==> run_1/met1.png <==
Scale: 2 px per um.
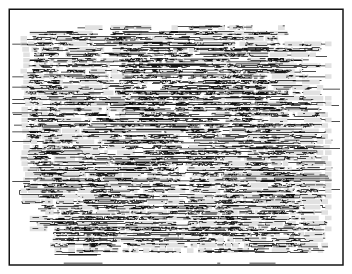
==> run_1/met2.png <==
Scale: 3 px per um.
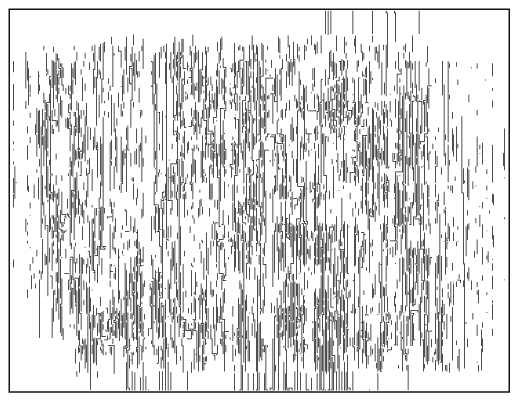
==> run_1/met3.png <==
Scale: 1.5 px per um.
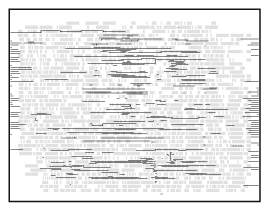
### src/rtl/shift_add_multiplier_if.sv
// rtl/shift_add_multiplier_if.sv - request/result bundle for the shift-add multiplier
interface shift_add_multiplier_if #(
  parameter int WIDTH = 32
);
  logic                   start;
  logic                   signed_mode;
  logic [WIDTH-1:0]       A;
  logic [WIDTH-1:0]       B;
  logic                   busy;
  logic                   done;
  logic [2*WIDTH-1:0]     P;

  modport master (
    output start, signed_mode, A, B,
    input  busy, done, P
  );

  modport slave (
    input  start, signed_mode, A, B,
    output busy, done, P
  );
endinterface

### src/rtl/shift_add_multiplier.sv
// rtl/shift_add_multiplier.sv - iterative sign-magnitude shift-and-add multiplier, one bit per cycle
module shift_add_multiplier #(
  parameter int WIDTH = 32
) (
  input  logic                 clk,
  input  logic                 rst,
  shift_add_multiplier_if.slave mul
);

  localparam int CW = $clog2(WIDTH + 1);

  typedef enum logic [1:0] {
    IDLE,
    RUN,
    FIN
  } state_t;

  state_t               state_q;
  logic [CW-1:0]        cnt_q;
  logic [2*WIDTH-1:0]   acc_q;
  logic [WIDTH-1:0]     mcand_q;
  logic                 sign_q;
  logic                 busy_q;
  logic                 done_q;
  logic [2*WIDTH-1:0]   p_q;

  logic [WIDTH-1:0]     a_mag_d;
  logic [WIDTH-1:0]     b_mag_d;
  logic [WIDTH:0]       sum_d;
  logic [2*WIDTH-1:0]   acc_d;
  logic [2*WIDTH-1:0]   prod_d;

  // The most-negative operand negates to itself, which is its correct unsigned magnitude.
  always_comb begin
    a_mag_d = mul.A;
    b_mag_d = mul.B;
    if (mul.signed_mode && mul.A[WIDTH-1]) a_mag_d = '0 - mul.A;
    if (mul.signed_mode && mul.B[WIDTH-1]) b_mag_d = '0 - mul.B;
  end

  always_comb begin
    sum_d  = {1'b0, acc_q[2*WIDTH-1:WIDTH]} + {1'b0, (acc_q[0] ? mcand_q : {WIDTH{1'b0}})};
    acc_d  = {sum_d, acc_q[WIDTH-1:1]};
    prod_d = sign_q ? ('0 - acc_d) : acc_d;
  end

  always_ff @(posedge clk or posedge rst) begin
    if (rst) begin
      state_q <= IDLE;
      cnt_q   <= '0;
      acc_q   <= '0;
      mcand_q <= '0;
      sign_q  <= 1'b0;
      busy_q  <= 1'b0;
      done_q  <= 1'b0;
      p_q     <= '0;
    end else begin
      case (state_q)
        IDLE: begin
          done_q <= 1'b0;
          if (mul.start) begin
            mcand_q <= a_mag_d;
            acc_q   <= {{WIDTH{1'b0}}, b_mag_d};
            sign_q  <= mul.signed_mode & (mul.A[WIDTH-1] ^ mul.B[WIDTH-1]);
            cnt_q   <= CW'(WIDTH);
            busy_q  <= 1'b1;
            state_q <= RUN;
          end
        end
        RUN: begin
          acc_q <= acc_d;
          cnt_q <= cnt_q - CW'(1);
          // Last iteration: the product is taken from the freshly shifted accumulator.
          if (cnt_q == CW'(1)) begin
            p_q     <= prod_d;
            busy_q  <= 1'b0;
            done_q  <= 1'b1;
            state_q <= FIN;
          end
        end
        FIN: begin
          done_q  <= 1'b0;
          state_q <= IDLE;
        end
        default: begin
          busy_q  <= 1'b0;
          done_q  <= 1'b0;
          state_q <= IDLE;
        end
      endcase
    end
  end

  assign mul.busy = busy_q;
  assign mul.done = done_q;
  assign mul.P    = p_q;

endmodule

### src/flat_wrapper.sv
// flat-port wrapper written by rule: the top's interface ports become plain ports
module shift_add_multiplier_flat 
#(
  parameter int WIDTH = 32
)
  (clk, rst, mul_start, mul_signed_mode, mul_A, mul_B, mul_busy, mul_done, mul_P);
  shift_add_multiplier_if #(.WIDTH(WIDTH)) mul_i ();
  input  logic clk;
  input  logic rst;
  input wire logic [$bits(mul_i.start)-1:0] mul_start;
  input wire logic [$bits(mul_i.signed_mode)-1:0] mul_signed_mode;
  input wire logic [$bits(mul_i.A)-1:0] mul_A;
  input wire logic [$bits(mul_i.B)-1:0] mul_B;
  output wire logic [$bits(mul_i.busy)-1:0] mul_busy;
  output wire logic [$bits(mul_i.done)-1:0] mul_done;
  output wire logic [$bits(mul_i.P)-1:0] mul_P;
  assign mul_i.start = mul_start;
  assign mul_i.signed_mode = mul_signed_mode;
  assign mul_i.A = mul_A;
  assign mul_i.B = mul_B;
  assign mul_busy = mul_i.busy;
  assign mul_done = mul_i.done;
  assign mul_P = mul_i.P;
  shift_add_multiplier #(.WIDTH(WIDTH)) u_core (.clk(clk), .rst(rst), .mul(mul_i));
endmodule
### config.mk
export PLATFORM = sky130hd
export DESIGN_NAME = shift_add_multiplier_flat
export DESIGN_NICKNAME = d
export VERILOG_FILES = /design/src/rtl/shift_add_multiplier_if.sv /design/src/rtl/shift_add_multiplier.sv /design/src/flat_wrapper.sv
export SDC_FILE = /design/constraint.sdc
export NUM_CORES = 1
export LEC_CHECK = 0
export CAP_MARGIN = 20
export CORE_ASPECT_RATIO = 0.75
export CORE_MARGIN = 5
export CORE_UTILIZATION = 62
export DETAILED_ROUTE_END_ITERATION = 10
export PLACE_DENSITY = 0.87
export SYNTH_ARGS = -nofsm -noshare
export SYNTH_HDL_FRONTEND = slang
export SYNTH_SLANG_ARGS = --single-unit
### constraint.sdc
create_clock -name clk -period 16.8 [get_ports clk]
set_clock_uncertainty 0.15 [all_clocks]
set_input_delay 3.36 -clock clk [delete_from_list [all_inputs] [get_ports clk]]
set_output_delay 3.36 -clock clk [all_outputs]
set_load 0.005 [all_outputs]
==> report_table.html, run 1 <==
<!-- implementation run metrics -->
<table>
<tr><th>Metric</th><th>Value</th></tr>
<tr><th colspan="2">Clocking</th></tr>
<tr><td>Resized cells post-CTS</td><td>0</td></tr>
<tr><td>Clock transition at path regs</td><td>about 0.070 ns</td></tr>
<tr><td>Post-CTS setup-driven buffer insertion count</td><td>0</td></tr>
<tr><td>Library cell used as clock root buffer</td><td>sky130_fd_sc_hd__clkbuf_16</td></tr>
<tr><th colspan="2">Pwr</th></tr>
<tr><td>Share of total power in sequential cells</td><td>0.299</td></tr>
<tr><td>Power group with the highest consumption</td><td>combinational logic</td></tr>
<tr><td>Peak supply drop</td><td>~0.00013 V</td></tr>
<tr><td>Leakage power total</td><td>around 5.6 nW</td></tr>
<tr><td>Sw frac</td><td>0.452</td></tr>
<tr><td>Clk network pwr share</td><td>0.164</td></tr>
<tr><th colspan="2">Die</th></tr>
<tr><td>Core Rows</td><td>~42</td></tr>
<tr><td>Chip Width</td><td>between 150 and 200 um</td></tr>
<tr><td>Well Taps</td><td>approximately 240</td></tr>
<tr><td>Count of boundary I/O pins</td><td>~130</td></tr>
<tr><td>Core Footprint</td><td>17800 um2</td></tr>
<tr><th colspan="2">Final layout</th></tr>
<tr><td>Register fraction of the total cell area</td><td>0.320</td></tr>
<tr><td>Flip-flop and latch area</td><td>4280 um2</td></tr>
<tr><td>Non-clock inverter instance count of the final layout</td><td>23</td></tr>
<tr><td>Total number of sequential cells</td><td>between 150 and 200</td></tr>
<tr><td>Cell class ranked first by area</td><td>logic gates</td></tr>
<tr><td>Number of standard cells in the final layout excluding fillers</td><td>roughly 1700</td></tr>
<tr><td>Multi-input gate area</td><td>approximately 6700 um2</td></tr>
<tr><td>Most instantiated logic cells after routing</td><td>sky130_fd_sc_hd__nand2_1, sky130_fd_sc_hd__dfrtp_1, sky130_fd_sc_hd__o21ai_0</td></tr>
<tr><td>Final core utilization</td><td>0.751</td></tr>
<tr><th colspan="2">Synthesis</th></tr>
<tr><td>Fraction of registers with async set/reset</td><td>1.00</td></tr>
<tr><td>Prevailing logic family in the synthesized netlist</td><td>AND-OR/OR-AND gates</td></tr>
<tr><td>Area share of and-or/or-and cells after synthesis</td><td>0.240</td></tr>
<tr><td>Top post-synthesis cells by area</td><td>sky130_fd_sc_hd__dfrtp_1, sky130_fd_sc_hd__o21ai_0, sky130_fd_sc_hd__xor2_1, sky130_fd_sc_hd__nand2_1, sky130_fd_sc_hd__xnor2_1</td></tr>
<tr><td>Simple-gate area share of the yosys netlist</td><td>0.192</td></tr>
<tr><td>Net Count, Synth</td><td>between 1000 and 1500</td></tr>
<tr><td>Post-synthesis cell type count</td><td>76</td></tr>
<tr><td>Synthesized netlist cell count</td><td>approximately 1300</td></tr>
<tr><td>YS chip area</td><td>roughly 11000 um2</td></tr>
<tr><td>XOR-XNOR Cells, Area Fraction</td><td>0.107</td></tr>
<tr><td>Sequential cell area fraction in the yosys report</td><td>0.377</td></tr>
<tr><th colspan="2">Critical path</th></tr>
<tr><td>Startpoint types</td><td>input port</td></tr>
<tr><td>Kind of cell adding the most delay to the critical path</td><td>simple AND/OR/NAND/NOR gates</td></tr>
<tr><td>Critical Path End Type</td><td>flop</td></tr>
<tr><td>Req. time, crit path</td><td>approximately 17 ns</td></tr>
<tr><td>Worst reg2reg setup slack</td><td>around 12 ns</td></tr>
<tr><td>Number of cells traversed by the worst register-to-register path</td><td>12</td></tr>
<tr><td>Cell type of the slowest stage on the worst timing path</td><td>sky130_fd_sc_hd__nor4_1</td></tr>
<tr><td>Worst Path Max Fanout</td><td>5</td></tr>
<tr><th colspan="2">Final timing</th></tr>
<tr><td>Minimum clock period</td><td>between 6 and 7 ns</td></tr>
<tr><td>Final WS setup</td><td>roughly 10 ns</td></tr>
<tr><td>Setup violators final</td><td>0</td></tr>
<tr><td>Number of pins exceeding their max-slew limit in the final report</td><td>0</td></tr>
<tr><td>Setup Total Neg Slack</td><td>0 ns</td></tr>
<tr><td>Max-slew headroom</td><td>0.378</td></tr>
<tr><th colspan="2">Detailed routing</th></tr>
<tr><td>Via/cell ratio</td><td>just over 6</td></tr>
<tr><td>DRC marker count from the first detailed-route iteration</td><td>~930</td></tr>
<tr><td>Number of remaining DRC errors</td><td>0</td></tr>
<tr><th colspan="2">Hold path</th></tr>
<tr><td>Worst hold endpoint</td><td>u_core.mcand_q[24]$_DFFE_PP0P_</td></tr>
<tr><td>Number of cells traversed by the worst hold path</td><td>2</td></tr>
<tr><td>Startpoint of the tightest hold check path</td><td>u_core.mcand_q[24]$_DFFE_PP0P_</td></tr>
<tr><th colspan="2">Place</th></tr>
<tr><td>HPWL after detailed placement</td><td>22300 um</td></tr>
<tr><td>Number of placed instances, taps included</td><td>approximately 1600</td></tr>
<tr><th colspan="2">GRT</th></tr>
<tr><td>Global-route wire length before repair</td><td>slightly below 50000 um</td></tr>
<tr><td>Number of global-route vias before repair</td><td>about 9700</td></tr>
<tr><td>Top Usage Layer GRT</td><td>met1</td></tr>
<tr><th colspan="2">Outcome</th></tr>
<tr><td>Run status</td><td>finished, final reports clean</td></tr>
</table>
-- met1.png (at the start) --
The wires run mostly horizontal. 1393 nets have wire on it. The layer carries 14200 um of wire. The longest straight run is 69.0 um. The layer holds 47% of the routed length.
met1 usage: 0.429
final WL: 30400 um
total via count in the routed design: 10300

-- met2.png (at the start) --
1258 nets have wire on it. The layer carries 12900 um of wire. The wires run mostly vertical. The longest straight run is 65.1 um.
global routing usage on met2: 0.420

-- met3.png (at the start) --
The layer holds 9.6% of the routed length. The layer carries 2910 um of wire. The wires run mostly horizontal.
fraction of met3 tracks used by global routing: 0.0488

==> run_1/final_congestion.png <==
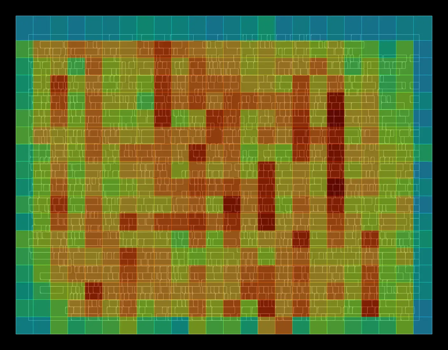

==> inputs of run 2 (changes only) <==
--- a/config.mk
+++ b/config.mk
@@ -8,9 +8,9 @@
 export CAP_MARGIN = 20
 export CORE_ASPECT_RATIO = 0.75
 export CORE_MARGIN = 5
-export CORE_UTILIZATION = 62
+export CORE_UTILIZATION = 57
 export DETAILED_ROUTE_END_ITERATION = 10
-export PLACE_DENSITY = 0.87
+export PLACE_DENSITY = 0.81
 export SYNTH_ARGS = -nofsm -noshare
 export SYNTH_HDL_FRONTEND = slang
 export SYNTH_SLANG_ARGS = --single-unit
==> constraint.sdc (replaced) <==
create_clock -name clk -period 6.14 [get_ports clk]
set_clock_uncertainty 0.15 [all_clocks]
set_input_delay 1.228 -clock clk [delete_from_list [all_inputs] [get_ports clk]]
set_output_delay 1.228 -clock clk [all_outputs]
set_load 0.005 [all_outputs]
==> run_2/final_congestion.png <==
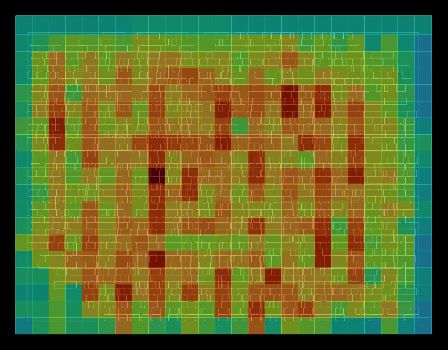
WL per Instance: 18.3 um
fraction of met3 tracks used by global routing: 0.0674
global routing usage on met2: 0.369

==> run 2 against run 1 <==
  * Via count shrank 1.5%
  * Critical path depth is 3 higher
  * Combinational power went up to 2.7 times the previous value
  * Die size grew 8.2%
  * Critical path type is now reg -> reg
  * Area after synthesis is the same
==> report_table.html, run 2 <==
<!-- implementation run metrics -->
<table>
<tr><th>Metric</th><th>Value</th></tr>
<tr><th colspan="2">Synthesis</th></tr>
<tr><td>Most instantiated library cell after synthesis</td><td>sky130_fd_sc_hd__nand2_1 (unchanged)</td></tr>
<tr><td>Sequential cell area fraction in the yosys report</td><td>0.377 (unchanged)</td></tr>
<tr><td>XOR-XNOR Cells, Area Fraction</td><td>0.107 (unchanged)</td></tr>
<tr><td>Fraction of registers with async set/reset</td><td>1.00 (unchanged)</td></tr>
<tr><td>Net Count, Synth</td><td>1423 (unchanged)</td></tr>
<tr><td>Simple-gate area share of the yosys netlist</td><td>0.192 (unchanged)</td></tr>
<tr><td>Synthesized netlist cell count</td><td>1317 (unchanged)</td></tr>
<tr><td>Mean post-synth cell area</td><td>8.61 um2 (unchanged)</td></tr>
<tr><td>YS chip area</td><td>11300 um2 (unchanged)</td></tr>
<tr><td>Synth mux share</td><td>0.00817 (unchanged)</td></tr>
<tr><td>Prevailing logic family in the synthesized netlist</td><td>AND-OR/OR-AND gates (unchanged)</td></tr>
<tr><td>Cells in synth_stat.txt</td><td>1317 (unchanged)</td></tr>
<tr><td>Top post-synthesis cells by area</td><td>sky130_fd_sc_hd__dfrtp_1, sky130_fd_sc_hd__o21ai_0, sky130_fd_sc_hd__xor2_1, sky130_fd_sc_hd__nand2_1, sky130_fd_sc_hd__xnor2_1 (unchanged)</td></tr>
<tr><td>Area share of and-or/or-and cells after synthesis</td><td>0.240 (unchanged)</td></tr>
<tr><td>Syn. warnings</td><td>0 (unchanged)</td></tr>
<tr><td>Post-synthesis cell type count</td><td>76 (unchanged)</td></tr>
<tr><td>Synth top cells by count</td><td>sky130_fd_sc_hd__nand2_1, sky130_fd_sc_hd__dfrtp_1, sky130_fd_sc_hd__o21ai_0 (unchanged)</td></tr>
<tr><th colspan="2">Hold path</th></tr>
<tr><td>Startpoint of the tightest hold check path</td><td>u_core.mcand_q[23]$_DFFE_PP0P_ (was u_core.mcand_q[24]$_DFFE_PP0P_)</td></tr>
<tr><td>Number of cells traversed by the worst hold path</td><td>2 (unchanged)</td></tr>
<tr><td>Worst hold endpoint</td><td>u_core.mcand_q[23]$_DFFE_PP0P_ (was u_core.mcand_q[24]$_DFFE_PP0P_)</td></tr>
<tr><th colspan="2">Pwr</th></tr>
<tr><td>Leakage power total</td><td>5.59 nW (was 5.60 nW)</td></tr>
<tr><td>Sw frac</td><td>0.449 (was 0.452)</td></tr>
<tr><td>Power group with the highest consumption</td><td>combinational logic (unchanged)</td></tr>
<tr><td>Sw power</td><td>0.00302 W (was 0.00112 W)</td></tr>
<tr><td>Share of total power in sequential cells</td><td>0.310 (was 0.299)</td></tr>
<tr><td>Clk network pwr share</td><td>0.163 (was 0.164)</td></tr>
<tr><td>Peak supply drop</td><td>0.000360 V (was 0.000130 V)</td></tr>
<tr><th colspan="2">Critical path</th></tr>
<tr><td>Depth of the critical timing path with buffers and inverters included</td><td>13 (was 10)</td></tr>
<tr><td>Worst reg2reg setup slack</td><td>1.12 ns (was 11.56 ns)</td></tr>
<tr><td>Critical Path End Type</td><td>flop (unchanged)</td></tr>
<tr><td>Cell type of the slowest stage on the worst timing path</td><td>sky130_fd_sc_hd__dfrtp_1 (was sky130_fd_sc_hd__nor4_1)</td></tr>
<tr><td>Worst path cell trace</td><td>and2_1 &gt; ha_1 &gt; fa_1 &gt; a21o_1 &gt; a221oi_2 &gt; xnor2_1 &gt; a2111oi_1 &gt; or3b_1 &gt; or3_1 &gt; nand4b_4 &gt; o41ai_2 &gt; xnor2_1 &gt; o21ai_1 (was clkdlybuf4s50_1 &gt; nor4_1 &gt; nand2_1 &gt; nor4_1 &gt; and2_1 &gt; nand2_1 &gt; or4_1 &gt; o31ai_1 &gt; xor2_1 &gt; o21ai_0)</td></tr>
<tr><td>Number of cells traversed by the worst register-to-register path</td><td>13 (was 12)</td></tr>
<tr><td>Kind of cell adding the most delay to the critical path</td><td>AND-OR/OR-AND gates (was simple AND/OR/NAND/NOR gates)</td></tr>
<tr><td>Worst Path Max Fanout</td><td>34 (was 5)</td></tr>
<tr><td>Req. time, crit path</td><td>6.28 ns (was 16.95 ns)</td></tr>
<tr><td>Startpoint types</td><td>flop (was input port)</td></tr>
<tr><th colspan="2">Die</th></tr>
<tr><td>Count of boundary I/O pins</td><td>134 (unchanged)</td></tr>
<tr><td>Well Taps</td><td>253 (was 242)</td></tr>
<tr><td>Core Rows</td><td>44 (was 42)</td></tr>
<tr><td>Chip Width</td><td>173 um (was 166 um)</td></tr>
<tr><td>Core Footprint</td><td>19400 um2 (was 17800 um2)</td></tr>
<tr><th colspan="2">Place</th></tr>
<tr><td>Number of placed instances, taps included</td><td>1633 (was 1621)</td></tr>
<tr><td>HPWL after detailed placement</td><td>22400 um (was 22300 um)</td></tr>
<tr><td>RD Place Congestion</td><td>0.973 (was 0.955)</td></tr>
<tr><th colspan="2">Clocking</th></tr>
<tr><td>Clock transition at path regs</td><td>0.07 ns (about the same)</td></tr>
<tr><td>Number of buffers inserted for hold repair after clock tree synthesis</td><td>0 (unchanged)</td></tr>
<tr><td>Post-CTS setup-driven buffer insertion count</td><td>0 (unchanged)</td></tr>
<tr><td>Resized cells post-CTS</td><td>0 (unchanged)</td></tr>
<tr><td>Library cell used as clock root buffer</td><td>sky130_fd_sc_hd__clkbuf_16 (unchanged)</td></tr>
<tr><th colspan="2">Final layout</th></tr>
<tr><td>Flip-flop and latch area</td><td>4280 um2 (unchanged)</td></tr>
<tr><td>Register fraction of the total cell area</td><td>0.320 (about the same)</td></tr>
<tr><td>Number of standard cells in the final layout excluding fillers</td><td>1665 (was 1654)</td></tr>
<tr><td>Cell class ranked first by area</td><td>logic gates (unchanged)</td></tr>
<tr><td>Non-clock inverter instance count of the final layout</td><td>23 (unchanged)</td></tr>
<tr><td>Final core utilization</td><td>0.688 (was 0.751)</td></tr>
<tr><td>Most instantiated logic cells after routing</td><td>sky130_fd_sc_hd__nand2_1, sky130_fd_sc_hd__dfrtp_1, sky130_fd_sc_hd__o21ai_0 (unchanged)</td></tr>
<tr><td>Total number of sequential cells</td><td>171 (unchanged)</td></tr>
<tr><td>Multi-input gate area</td><td>6710 um2 (unchanged)</td></tr>
<tr><th colspan="2">Final timing</th></tr>
<tr><td>Final WS setup</td><td>1.12 ns (was 10.46 ns)</td></tr>
<tr><td>Setup violators final</td><td>0 (unchanged)</td></tr>
<tr><td>Number of pins exceeding their max-slew limit in the final report</td><td>0 (unchanged)</td></tr>
<tr><td>Actual transition at the worst max-transition pin</td><td>0.889 ns (was 0.933 ns)</td></tr>
<tr><td>Max-slew headroom</td><td>0.406 (was 0.378)</td></tr>
<tr><td>Minimum clock period</td><td>roughly 5 ns</td></tr>
<tr><td>Setup Total Neg Slack</td><td>0 ns (unchanged)</td></tr>
<tr><th colspan="2">GRT</th></tr>
<tr><td>Met1 usage</td><td>0.412 (was 0.429)</td></tr>
<tr><td>Global-route wire length before repair</td><td>50000 um (was 48900 um)</td></tr>
<tr><td>Number of global-route vias before repair</td><td>9521 (was 9675)</td></tr>
<tr><td>Pin count of the biggest net entering global routing</td><td>95 (was 128)</td></tr>
<tr><td>Top Usage Layer GRT</td><td>met1 (unchanged)</td></tr>
<tr><th colspan="2">Outcome</th></tr>
<tr><td>Run status</td><td>finished, final reports clean (unchanged)</td></tr>
<tr><th colspan="2">Detailed routing</th></tr>
<tr><td>DRC marker count from the first detailed-route iteration</td><td>804 (was 925)</td></tr>
<tr><td>Routed wire length on met2</td><td>12500 um (was 12900 um)</td></tr>
<tr><td>Total via count in the routed design</td><td>10200 (was 10300)</td></tr>
<tr><td>Via/cell ratio</td><td>6.10 (was 6.23)</td></tr>
<tr><td>Final WL</td><td>30400 um (about the same)</td></tr>
<tr><td>Number of remaining DRC errors</td><td>0 (unchanged)</td></tr>
</table>
Power is estimated from default activity; no workload was simulated.
